**src/rtl/handshake_pkg.sv**
```systemverilog
// ============================================================================
// Module      : handshake_pkg
// Description : Shared constants for the 4-phase req/ack source block:
//               FSM state encoding, state width and synchronizer depth floor.
// Revision    : 1.0 - initial release
// ============================================================================
`default_nettype none

package handshake_pkg;

   localparam int STATE_W = 2;

   localparam logic [STATE_W-1:0] ST_IDLE   = 2'd0;
   localparam logic [STATE_W-1:0] ST_SETUP  = 2'd1;
   localparam logic [STATE_W-1:0] ST_REQ_HI = 2'd2;
   localparam logic [STATE_W-1:0] ST_REQ_LO = 2'd3;

   // Fewer than two flops gives no metastability settling time at all.
   localparam int MIN_SYNC_STAGES = 2;

endpackage : handshake_pkg

`default_nettype wire

```
**src/rtl/ack_sync_chain.sv**
```systemverilog
// ============================================================================
// Module      : ack_sync_chain
// Description : Multi-flop synchronizer for a single asynchronous level,
//               cleared asynchronously by an active-low reset.
// Revision    : 1.0 - initial release
// ============================================================================
`default_nettype none

module ack_sync_chain
   import handshake_pkg::*;
#(
   parameter int STAGES = 2
)
(
   input  logic clk,
   input  logic rst_n,
   input  logic i_d,
   output logic o_q
);

   // Depths below the floor are silently raised so the chain is always safe.
   localparam int C_STAGES = (STAGES < MIN_SYNC_STAGES) ? MIN_SYNC_STAGES : STAGES;

   logic [C_STAGES-1:0] r_chain;

   // Shift the raw level through the chain; bit 0 is the metastable capture flop.
   always_ff @(posedge clk or negedge rst_n) begin
      if (!rst_n) begin
         r_chain <= '0;
      end else begin
         r_chain <= {r_chain[C_STAGES-2:0], i_d};
      end
   end

   assign o_q = r_chain[C_STAGES-1];

endmodule : ack_sync_chain

`default_nettype wire

```
**src/rtl/handshake_tx.sv**
```systemverilog
// ============================================================================
// Module      : handshake_tx
// Description : Source side of a 4-phase req/ack bundled-data crossing.
//               Accepts words by valid/ready, holds them on data_out and
//               runs req_out against a synchronized copy of ack_in.
//               Optional phase timeout enabled by HANDSHAKE_TX_TIMEOUT_EN.
// Revision    : 1.0 - initial release
// ============================================================================
`default_nettype none

module handshake_tx
   import handshake_pkg::*;
#(
   parameter int WIDTH          = 8,
   parameter int SYNC_STAGES    = 2,
   parameter int TIMEOUT_CYCLES = 1024
)
(
   input  logic             clk,
   input  logic             rst_n,
   input  logic [WIDTH-1:0] in_data,
   input  logic             in_valid,
   output logic             in_ready,
   output logic [WIDTH-1:0] data_out,
   output logic             req_out,
   input  logic             ack_in,
   output logic             busy,
   output logic             timeout_err
);

   logic [STATE_W-1:0] r_state;
   logic [STATE_W-1:0] w_state_nxt;
   logic [WIDTH-1:0]   r_data;
   logic               r_req;
   logic               w_ack_s;
   logic               w_in_ready;
   logic               w_accept;
   logic               w_timeout;

   // Only the synchronized acknowledge is ever looked at by the FSM.
   ack_sync_chain #(
      .STAGES (SYNC_STAGES)
   ) u_ack_sync (
      .clk   (clk),
      .rst_n (rst_n),
      .i_d   (ack_in),
      .o_q   (w_ack_s)
   );

   // A stale high ack (e.g. left over from before reset) blocks new words.
   assign w_in_ready = (r_state == ST_IDLE) && !w_ack_s;
   assign w_accept   = in_valid && w_in_ready;

`ifdef HANDSHAKE_TX_TIMEOUT_EN
   localparam int C_CNT_W = (TIMEOUT_CYCLES > 2) ? $clog2(TIMEOUT_CYCLES) : 1;
   localparam logic [C_CNT_W-1:0] C_CNT_LAST = C_CNT_W'(TIMEOUT_CYCLES - 1);

   logic [C_CNT_W-1:0] r_cnt;
   logic               w_phase_wait;

   // Still waiting for the ack level this phase expects.
   assign w_phase_wait = ((r_state == ST_REQ_HI) && !w_ack_s) ||
                         ((r_state == ST_REQ_LO) &&  w_ack_s);
   assign w_timeout    = w_phase_wait && (r_cnt == C_CNT_LAST);

   // Phase counter: restarts on every state change, counts only while waiting on ack.
   always_ff @(posedge clk or negedge rst_n) begin
      if (!rst_n) begin
         r_cnt <= '0;
      end else if (w_state_nxt != r_state) begin
         r_cnt <= '0;
      end else if ((r_state == ST_REQ_HI) || (r_state == ST_REQ_LO)) begin
         r_cnt <= r_cnt + 1'b1;
      end
   end
`else
   logic w_unused_timeout_cfg;

   assign w_timeout            = 1'b0;
   assign w_unused_timeout_cfg = (TIMEOUT_CYCLES > 0);
`endif

   // Next-state decode; ack glitches against the expected level are simply ignored.
   always_comb begin
      w_state_nxt = r_state;
      case (r_state)
         ST_IDLE: begin
            if (w_accept) begin
               w_state_nxt = ST_SETUP;
            end
         end
         ST_SETUP: begin
            w_state_nxt = ST_REQ_HI;
         end
         ST_REQ_HI: begin
            if (w_ack_s) begin
               w_state_nxt = ST_REQ_LO;
            end else if (w_timeout) begin
               w_state_nxt = ST_IDLE;
            end
         end
         ST_REQ_LO: begin
            if (!w_ack_s) begin
               w_state_nxt = ST_IDLE;
            end else if (w_timeout) begin
               w_state_nxt = ST_IDLE;
            end
         end
         default: begin
            w_state_nxt = ST_IDLE;
         end
      endcase
   end

   // State register.
   always_ff @(posedge clk or negedge rst_n) begin
      if (!rst_n) begin
         r_state <= ST_IDLE;
      end else begin
         r_state <= w_state_nxt;
      end
   end

   // Data is captured only on accept, so it is frozen for the whole handshake.
   always_ff @(posedge clk or negedge rst_n) begin
      if (!rst_n) begin
         r_data <= '0;
      end else if (w_accept) begin
         r_data <= in_data;
      end
   end

   // Request is a straight flop of "next state is REQ_HI", so it cannot glitch.
   always_ff @(posedge clk or negedge rst_n) begin
      if (!rst_n) begin
         r_req <= 1'b0;
      end else begin
         r_req <= (w_state_nxt == ST_REQ_HI);
      end
   end

   assign in_ready    = w_in_ready;
   assign data_out    = r_data;
   assign req_out     = r_req;
   assign busy        = (r_state != ST_IDLE);
   assign timeout_err = w_timeout;

endmodule : handshake_tx

`default_nettype wire
```
**config.mk**
```make
export PLATFORM = sky130hd
export DESIGN_NAME = handshake_tx
export DESIGN_NICKNAME = d
export VERILOG_FILES = /design/src/rtl/handshake_pkg.sv /design/src/rtl/ack_sync_chain.sv /design/src/rtl/handshake_tx.sv
export SDC_FILE = /design/constraint.sdc
export NUM_CORES = 1
export LEC_CHECK = 0
export ABC_AREA = 1
export CORE_MARGIN = 4
export CORE_UTILIZATION = 41
export CTS_CLUSTER_SIZE = 24
export DETAILED_ROUTE_END_ITERATION = 8
export PLACE_DENSITY = 0.79
export SETUP_SLACK_MARGIN = 0.2
export SYNTH_ARGS = -nofsm -noshare
export SYNTH_HDL_FRONTEND = slang
export SYNTH_SLANG_ARGS = --single-unit
```
**constraint.sdc**
```tcl
create_clock -name clk -period 3.35 [get_ports clk]
set_clock_uncertainty 0.1 [all_clocks]
set_input_delay 0.5025 -clock clk [delete_from_list [all_inputs] [get_ports clk]]
set_output_delay 0.5025 -clock clk [all_outputs]
set_load 0.02 [all_outputs]
```
==> impl_metrics.csv, run 1 <==
group,metric,value,unit
final_timing,fin_ws,1042,ps
setup_path,critPathLaunchType,"flip-flop",
placed_design,hpwl,866.9,µm
detailed_routing,wl,1.180,mm
clocking,cts_max_path_buffers,2,
power,vdd_drop_max,0.4566,mV
setup_path,critPathKind,"reg -> out",
outcome,run_status,"finished clean",
clocking,cts_num_sinks,13,
final_timing,period_minus_slack,2308,ps
detailed_routing,ant_nets,0,
final_timing,max_slew.worst_pin.slew,570.6,ps
final_timing,finalClockPeriodUsage,68.91,%
setup_path,slowest_stage,"clkdlybuf4s50_1",
final_timing,fmax,433.2,MHz
clocking,cts_resized,0,
setup_path,timing.rr.end,"req_out",
floorplanning,rows,12,
setup_path,cp.arrival,1710,ps
min_path,hold_depth,0,
placed_design,postPlaceCellArea,758.2,µm²
final_layout,final_area,785.8,µm²
min_path,hold_path_end,"u_ack_sync.r_chain[1]",
placed_design,gp_congestion,0.7159,
final_layout,area_growth,47.42,%
final_timing,whs,253.5,ps
yosys,ys_area,533.0,µm²
setup_path,endpoint_kind,"output port",
placed_design,pre_cts_ws,1355,ps
final_timing,setup_violations,0,
yosys,avgSynthCellArea,10.45,µm²
final_timing,totalNegativeSetupSlack,0,ps
clocking,cts_setup_buffers,0,
clocking,cts_tree,"built",
detailed_routing,detail_route.iter0.violations,18,
yosys,synth-warning-count,0,
power,cellPowerDensity,836.9,nW/µm²
final_layout,final_cells,89,
yosys,enable_flop_cells,0,
yosys,ys_cells,51,
power,total_power,657.6,µW
setup_path,critical_path.top_delay_family,"buffers and inverters",
final_timing,finalHoldViolations,0,
placed_design,placed_cells,85,
final_layout,n_antenna_cell,0,
floorplanning,io_pins,24,
yosys,seq_area_frac_synth,61.03,%
yosys,fp_nets,63,
floorplanning,core,1171,µm²
run 1: registers in the layout (all words and copies together), names as in the netlist:
signal,count
data_out,8
r_state,2
u_ack_sync.r_chain,2
req_out,1
run 1: placed cells by master, fill, tap and decap left out, drive strengths merged:
cell,synthesis,layout
clkinv,0,1
nor2,3,3
nand4,8,8
nand3,1,1
clkbuf,0,3
clkdlybuf4s50,0,22
conb,1,1
inv,3,3
nand2,19,19
dfrtp,13,13
o21ai,1,1
run 1: logic make-up (layout without fill, tap and decap cells):
| group | Yosys count | count (layout) | share of synthesized area, % |
|---|---|---|---|
| flip-flops | 13 | 13 | 61.03 |
| AND/OR/NAND/NOR | 31 | 31 | 32.16 |
| buffers and inverters | 5 | 29 | 4.460 |
| AND-OR/OR-AND | 1 | 1 | 1.643 |
| other | 1 | 1 | 0.7035 |
run 1: power by group:
group / internal (µW) / leakage, µW / switching [µW]
registers: 217 / 0.000158 / 43.2
clock network: 44.3 / 0.0000177 / 54.6
logic: 140 / 0.000195 / 159
total: 401 / 0.000371 / 256
run 1: cell type report:
cell class                      count  area share (%)
Timing Repair Buffer               22           28.03
Clock buffer                        3           2.866
Tap cell                           14           2.229
Clock inverter                      1          0.6369
Sequential cell                    13           41.40
Multi-Input combinational cell     33           23.41
Inverter                            3           1.433
run 1: worst max-delay path by stage:
stage,startpoint,end,slack [ps],depth (start not counted)
floorplan,r_state[0],in_ready,1740,3
global placement,r_state[0],in_ready,1380,4
CTS,r_state[0],in_ready,1030,4
global route,r_state[0],in_ready,940,4
finish,r_state[0],in_ready,1040,4
detailed placement,r_state[0],in_ready,1350,4
run 1: layer usage:
metal	vias up	share of wire, %
li1	214	-
met1	210	40
met2	18	51
met3	5	6.4
met4	0	2.3
met5	-	0
**Run 1: sequential cells coloured by netlist name**

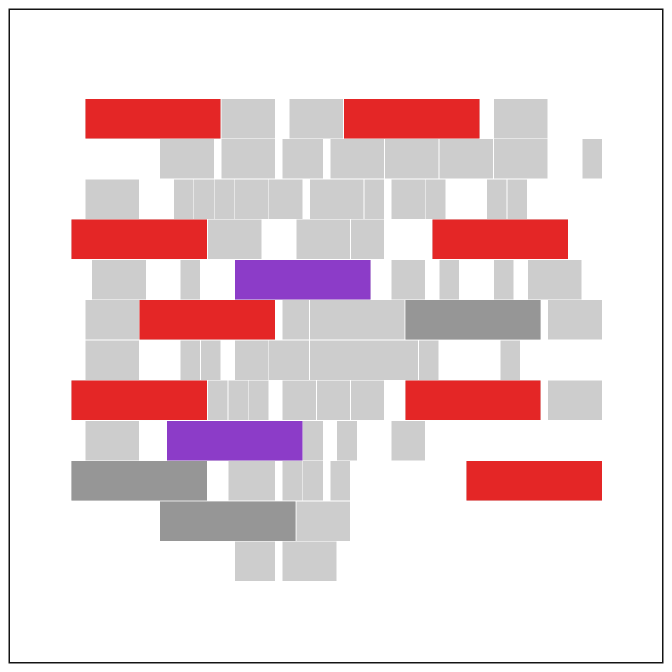
| name in the netlist | colour | placed flops |
|---|---|---|
| r_state | purple | 2 |
| data_out | red | 8 |
Seq area share: 41.40%
Seq power: 260 µW
Seq. cell area: 325.3 µm²

**Run 1: wiring by layer**

Bar = 10 µm.
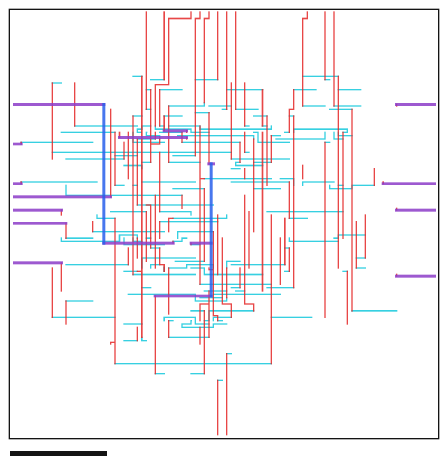
| layer | colour | wire length |
|---|---|---|
| met3 | purple | 76.8 µm |
| met1 | cyan | 472 µm |
| met4 | blue | 27.9 µm |
| met2 | red | 604 µm |
DR vias: 447
post-DR wirelength/cell: 13.26 µm
total track usage: 14.49%

**Run 1: ports around the boundary**

Pins as bars across the die edge, other pins in grey.
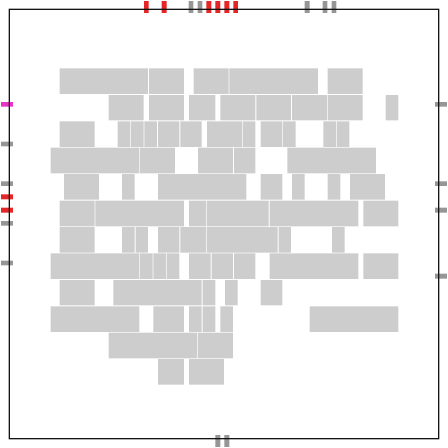
| port | colour | pins | direction | edge |
|---|---|---|---|---|
| in_data | red | 8 | input | 6 north, 2 west |
| clk | magenta | 1 | input | west |
Die Ht: 44.06 µm
chip width: 44.06 µm
I/O Buffers: 22

**Run 1: routing congestion**

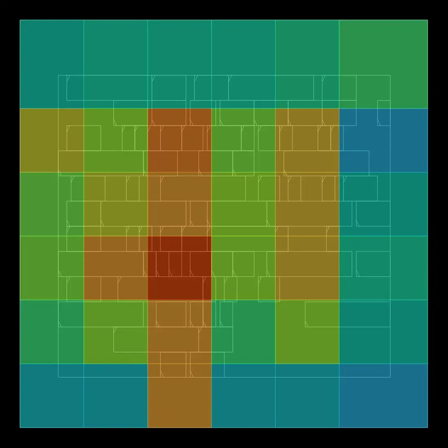
met1 Use GR: 19.28%
final core occ: 67.09%
busiest grt layer: met2
met2 Track Usage GR: 20.64%
grt met3 use: 2.846%

**Run 1: routed clock nets over the placement**

Bar = 10 µm.
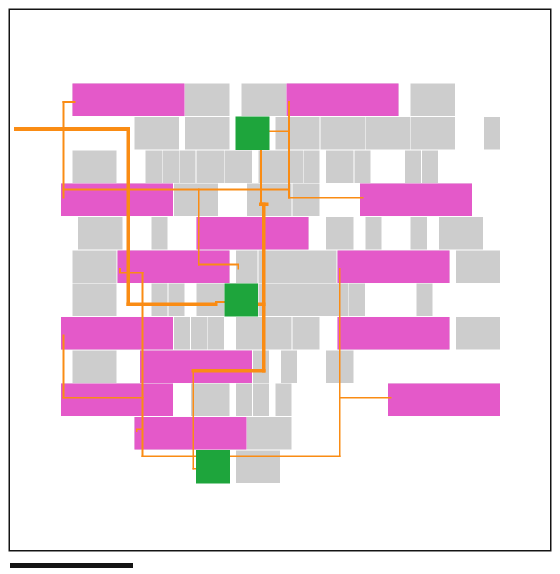

==> run 1 -> run 2 <==
--- a/config.mk
+++ b/config.mk
@@ -7,10 +7,10 @@
 export LEC_CHECK = 0
 export ABC_AREA = 1
 export CORE_MARGIN = 4
-export CORE_UTILIZATION = 41
+export CORE_UTILIZATION = 38
 export CTS_CLUSTER_SIZE = 24
 export DETAILED_ROUTE_END_ITERATION = 8
-export PLACE_DENSITY = 0.79
+export PLACE_DENSITY = 0.74
 export SETUP_SLACK_MARGIN = 0.2
 export SYNTH_ARGS = -nofsm -noshare
 export SYNTH_HDL_FRONTEND = slang
==> constraint.sdc (replaced) <==
create_clock -name clk -period 2.2 [get_ports clk]
set_clock_uncertainty 0.1 [all_clocks]
set_input_delay 0.33 -clock clk [delete_from_list [all_inputs] [get_ports clk]]
set_output_delay 0.33 -clock clk [all_outputs]
set_load 0.02 [all_outputs]
**Run 2: routed clock nets over the placement**

Bar = 10 µm.
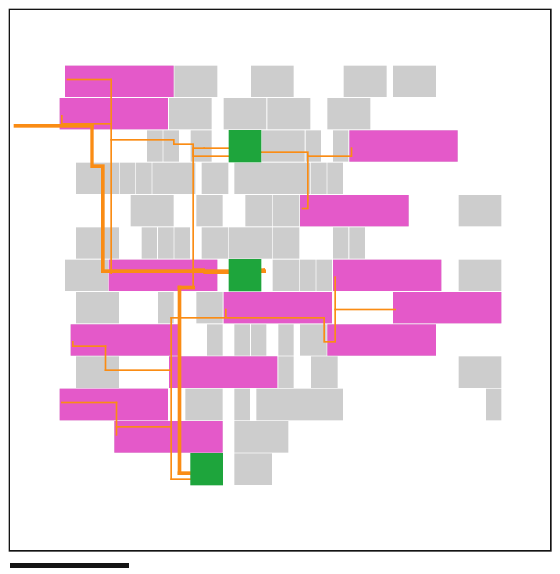
[flip-flops] magenta | count: 13
[clock wires] orange | length: 193 µm
[cells driving clock nets] green | count: 3
routed clock nets: 4
Clock group: 151 µW
clk latency late pin: 280 ps
Clk pwr share: 15.2%

==> run 2 against run 1 <==
  * Global-route usage down 2.1 points
  * First-iteration DRC count shrank 44%
  * Sequential cell count stayed put
  * Sequential share of layout area down 0.13 points
  * Die area grew 6.4%
  * Core utilization down 7.3 points
  * Sequential power rose by 52%
  * Synthesized area is the same
  * Clock power rose by 53%
  * Largest cell class unchanged
  * Worst setup slack worse by 700 ps
==> impl_metrics.csv, run 2 <==
group,metric,value,unit
floorplanning,core,1318,µm²
setup_path,critPathKind,"reg -> out",
final_layout,flop_area,325.3,µm²
power,cellPowerDensity,1259,nW/µm²
final_layout,area_growth,47.89,%
final_timing,finalHoldViolations,0,
floorplanning,io_pins,24,
yosys,synth-warning-count,0,
final_timing,whs,257.5,ps
detailed_routing,wl_per_cell,12.19,µm
final_timing,finalClockPeriodUsage,84.27,%
floorplanning,rows,13,
detailed_routing,wl,1.097,mm
final_layout,n_antenna_cell,0,
yosys,ys_cells,51,
yosys,avgSynthCellArea,10.45,µm²
power,vdd_drop_max,0.5757,mV
detailed_routing,vias,420,
final_timing,totalNegativeSetupSlack,0,ps
outcome,run_status,"finished clean",
placed_design,hpwl,823.5,µm
final_timing,max_slew.worst_pin.slew,573.1,ps
setup_path,cp.arrival,1420,ps
global_routing,grt_usage,12.41,%
setup_path,slowest_stage,"dfrtp_1",
placed_design,portBuffers,22,
final_layout,layout_top_cell,"clkdlybuf4s50_1",
yosys,seq_area_frac_synth,61.03,%
clocking,cts_max_path_buffers,2,
final_timing,fmax,539.4,MHz
final_timing,setup_violations,0,
setup_path,critPathLaunchType,"flip-flop",
yosys,enable_flop_cells,0,
setup_path,timing.rr.end,"data_out[4]",
min_path,hold_depth,0,
yosys,fp_nets,63,
final_layout,largest_register_ffs,8,
final_layout,utilization,59.83,%
clocking,cts_num_sinks,13,
placed_design,postPlaceCellArea,759.5,µm²
final_layout,layout_top_cells,"clkdlybuf4s50_1, nand2_1, dfrtp_1, nand4_1, clkbuf_4",
**Run 2: ports around the boundary**

Pins as bars across the die edge, other pins in grey.
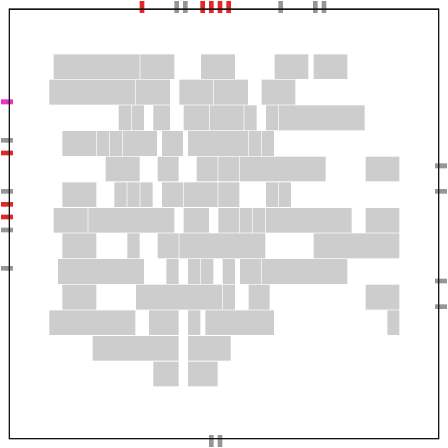
Die Ht: 45.45 µm
chip width: 45.45 µm

## run 2: routing by layer
metal / track usage, % / part of all wire [%] / up-vias
met3: 2.767 / 7.0 / 4
met1: 17.54 / 46 / 182
met5: 0 / 0 / -
met4: 10.53 / 2.6 / 0
li1: - / - / 216
met2: 15.60 / 45 / 18
## run 2: timing repair
action                     4_1_cts  5_1_grt
resized                          1        1
setup endpoints to repair        1        1
buffers inserted                 0        0
## run 2: area by class of cell
| type | count | area share (%) |
|---|---|---|
| clock buffer | 3 | 2.857 |
| inverter | 3 | 1.429 |
| multi-input combinational | 33 | 23.33 |
| tap | 15 | 2.381 |
| timing repair buffer | 22 | 28.10 |
| sequential | 13 | 41.27 |
| clock inverter | 1 | 0.6349 |
## run 2: kinds of logic (layout without fill, tap and decap cells)
family,Yosys count,count (layout),share of synthesized area (%)
flip-flops,13,13,61.03
AND/OR/NAND/NOR,31,31,32.16
AND-OR/OR-AND,1,1,1.643
other,1,1,0.7035
buffers and inverters,5,29,4.460
## run 2: worst max-delay path by stage
stage	cells after the start	slack [ps]	start	to
floorplan	3	770	r_state[0]	in_ready
global placement	4	400	r_state[0]	in_ready
detailed placement	4	370	r_state[0]	in_ready
CTS	3	230	r_state[0]	busy
global route	4	260	r_state[0]	in_ready
finish	4	350	r_state[0]	in_ready
## run 2: stage by stage
step           setup WS [ps]  cells
6_report               346.0     90
2_1_floorplan          767.4     51
3_3_place_gp           404.8     86
5_1_grt                258.2     90
3_5_place_dp           366.5     86
4_1_cts                225.1     90
## run 2: worst max-delay path, delay by kind of cell (launching register included)
family	cells	cell delay [ps]
buffers and inverters	2	410
and+or+nand+nor	2	300
DFF	1	440
## run 2: power by group
group	total (µW)	switching, µW	internal (µW)
Combinational	447	237	210
Clock	151	83.2	67.5
Sequential	395	65.4	330
Total	992	385	607
**Run 2: routing congestion**

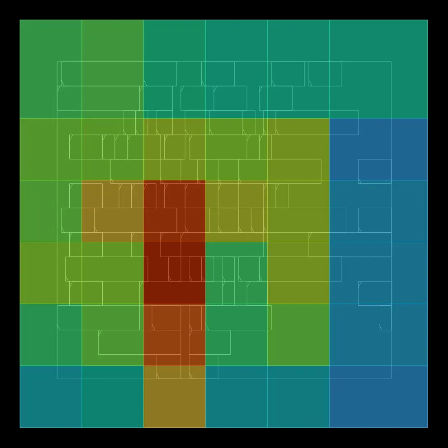

==> run 2 -> run 3 <==
==> constraint.sdc (replaced) <==
create_clock -name clk -period 1.9 [get_ports clk]
set_clock_uncertainty 0.1 [all_clocks]
set_input_delay 0.285 -clock clk [delete_from_list [all_inputs] [get_ports clk]]
set_output_delay 0.285 -clock clk [all_outputs]
set_load 0.02 [all_outputs]
**Run 3: routing congestion**

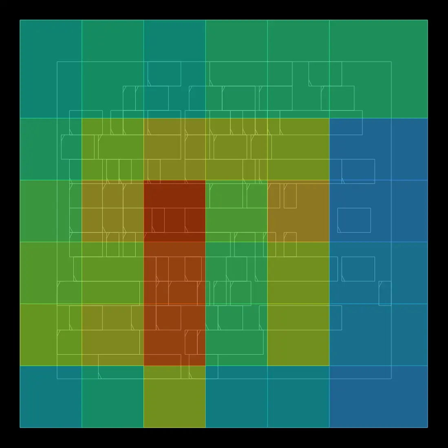
total track usage: 13.24%
met2 Track Usage GR: 20.89%

==> run 3 against run 2 <==
  * Synthesized area unchanged
  * Register-to-register slack got worse by 380 ps
  * Largest power group unchanged
  * Final cell count grew 2.2%
  * Global-route usage grew 0.83 points
  * Power up 17%
  * Highest routed layer unchanged
  * Worst setup slack worse by 94 ps
  * Via count rose by 5.2%
==> impl_metrics.csv, run 3 <==
group,metric,value,unit
final_layout,layout_top_cells,"clkdlybuf4s50_1, nand2_1, dfrtp_1, nand4_1, clkbuf_4",
setup_path,critPathKind,"reg -> out",
final_timing,whs,254.9,ps
setup_path,critical_path.top_delay_family,"buffers and inverters",
final_timing,fmax,606.8,MHz
yosys,ys_sh_simple,32.16,%
final_timing,finalClockPeriodUsage,86.74,%
floorplanning,die_h,45.45,µm
setup_path,cp.arrival,1260,ps
yosys,synth-warning-count,0,
setup_path,slowest_stage,"clkdlybuf4s50_1",
outcome,run_status,"finished clean",
setup_path,crit_buf_inv,1,
final_layout,area_growth,49.53,%
final_layout,utilization,60.49,%
placed_design,portBuffers,22,
floorplanning,die_w,45.45,µm
yosys,synth.area.mux_share,0,%
final_layout,layout_top_cell,"clkdlybuf4s50_1",
placed_design,pre_cts_ws,195.6,ps
floorplanning,rows,13,
yosys,enable_flop_cells,0,
power,vdd_drop_max,0.8557,mV
clocking,cts_max_path_buffers,2,
yosys,avgSynthCellArea,10.45,µm²
power,clkPwrFrac,14.7,%
**Run 3: wiring by layer**

Bar = 10 µm.
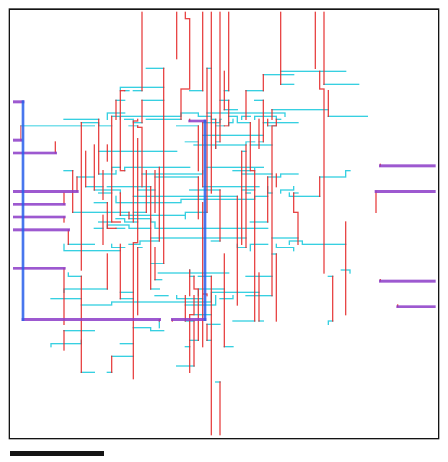
| layer | colour | wire length |
|---|---|---|
| met4 | blue | 44.2 µm |
| met3 | purple | 75.3 µm |
| met2 | red | 590 µm |
| met1 | cyan | 424 µm |
post-DR wirelength/cell: 12.33 µm
total wire length: 1.134 mm
DR vias: 442

## run 3: logic make-up after synthesis
group / Yosys count
compound gates: 1
simple gates: 31
buf+inv: 5
other cells: 1
flops: 13
## run 3: per-layer routing
layer  track usage [%]  vias up  wire (µm)  share of wire, %
met2             20.89       14        590                52
met4             12.28        0         44               3.9
met5                 0        -          0                 0
li1                  -      218          -                 -
met3             3.953        4         75               6.6
met1             13.82      206        424                37
## run 3: final cells by class
class | instances | area, µm²
Fill cell | 119 | 520.5
Tap cell | 15 | 18.77
Inverter | 3 | 11.26
Sequential cell | 13 | 327.8
Multi-Input combinational cell | 33 | 183.9
Clock buffer | 4 | 26.28
Timing Repair Buffer | 24 | 229.0
## run 3: stage by stage
stage / instances / instance area, µm²
6_report: 92 / 797.0
5_1_grt: 92 / 797.0
4_1_cts: 92 / 800.8
3_5_place_dp: 88 / 774.5
3_3_place_gp: 88 / 774.5
2_1_floorplan: 51 / 533.0
## run 3: what timing repair did
action | in CTS | in global routing
setup buffers | 0 | 0
setup endpoints to repair | 2 | 1
pin swaps | 0 | 0
gates resized | 4 | 2
## run 3: path summary, 6_finish.rpt
path | slack (ps) | to | start
hold / removal | 250 | u_ack_sync.r_chain[1] | u_ack_sync.r_chain[0]
setup / recovery | 250 | data_out[2] | data_out[2]
max in group asynchronous | 1030 | r_state[1] | rst_n
hold reg to reg | 250 | u_ack_sync.r_chain[1] | u_ack_sync.r_chain[0]
min in group asynchronous | 270 | data_out[3] | rst_n
setup reg to reg | 680 | data_out[0] | r_state[0]
## run 3: power by group through the flow
stage          Combinational (µW)  Clock, µW  Sequential [µW]
6_report                      528        171              463
5_1_grt                       571        187              481
4_1_cts                       537        174              466
3_5_place_dp                  545          0              464
3_3_place_gp                  537          0              458
2_1_floorplan                 165          0              568
No activity file was given, so power comes from the tool's default toggle rates.
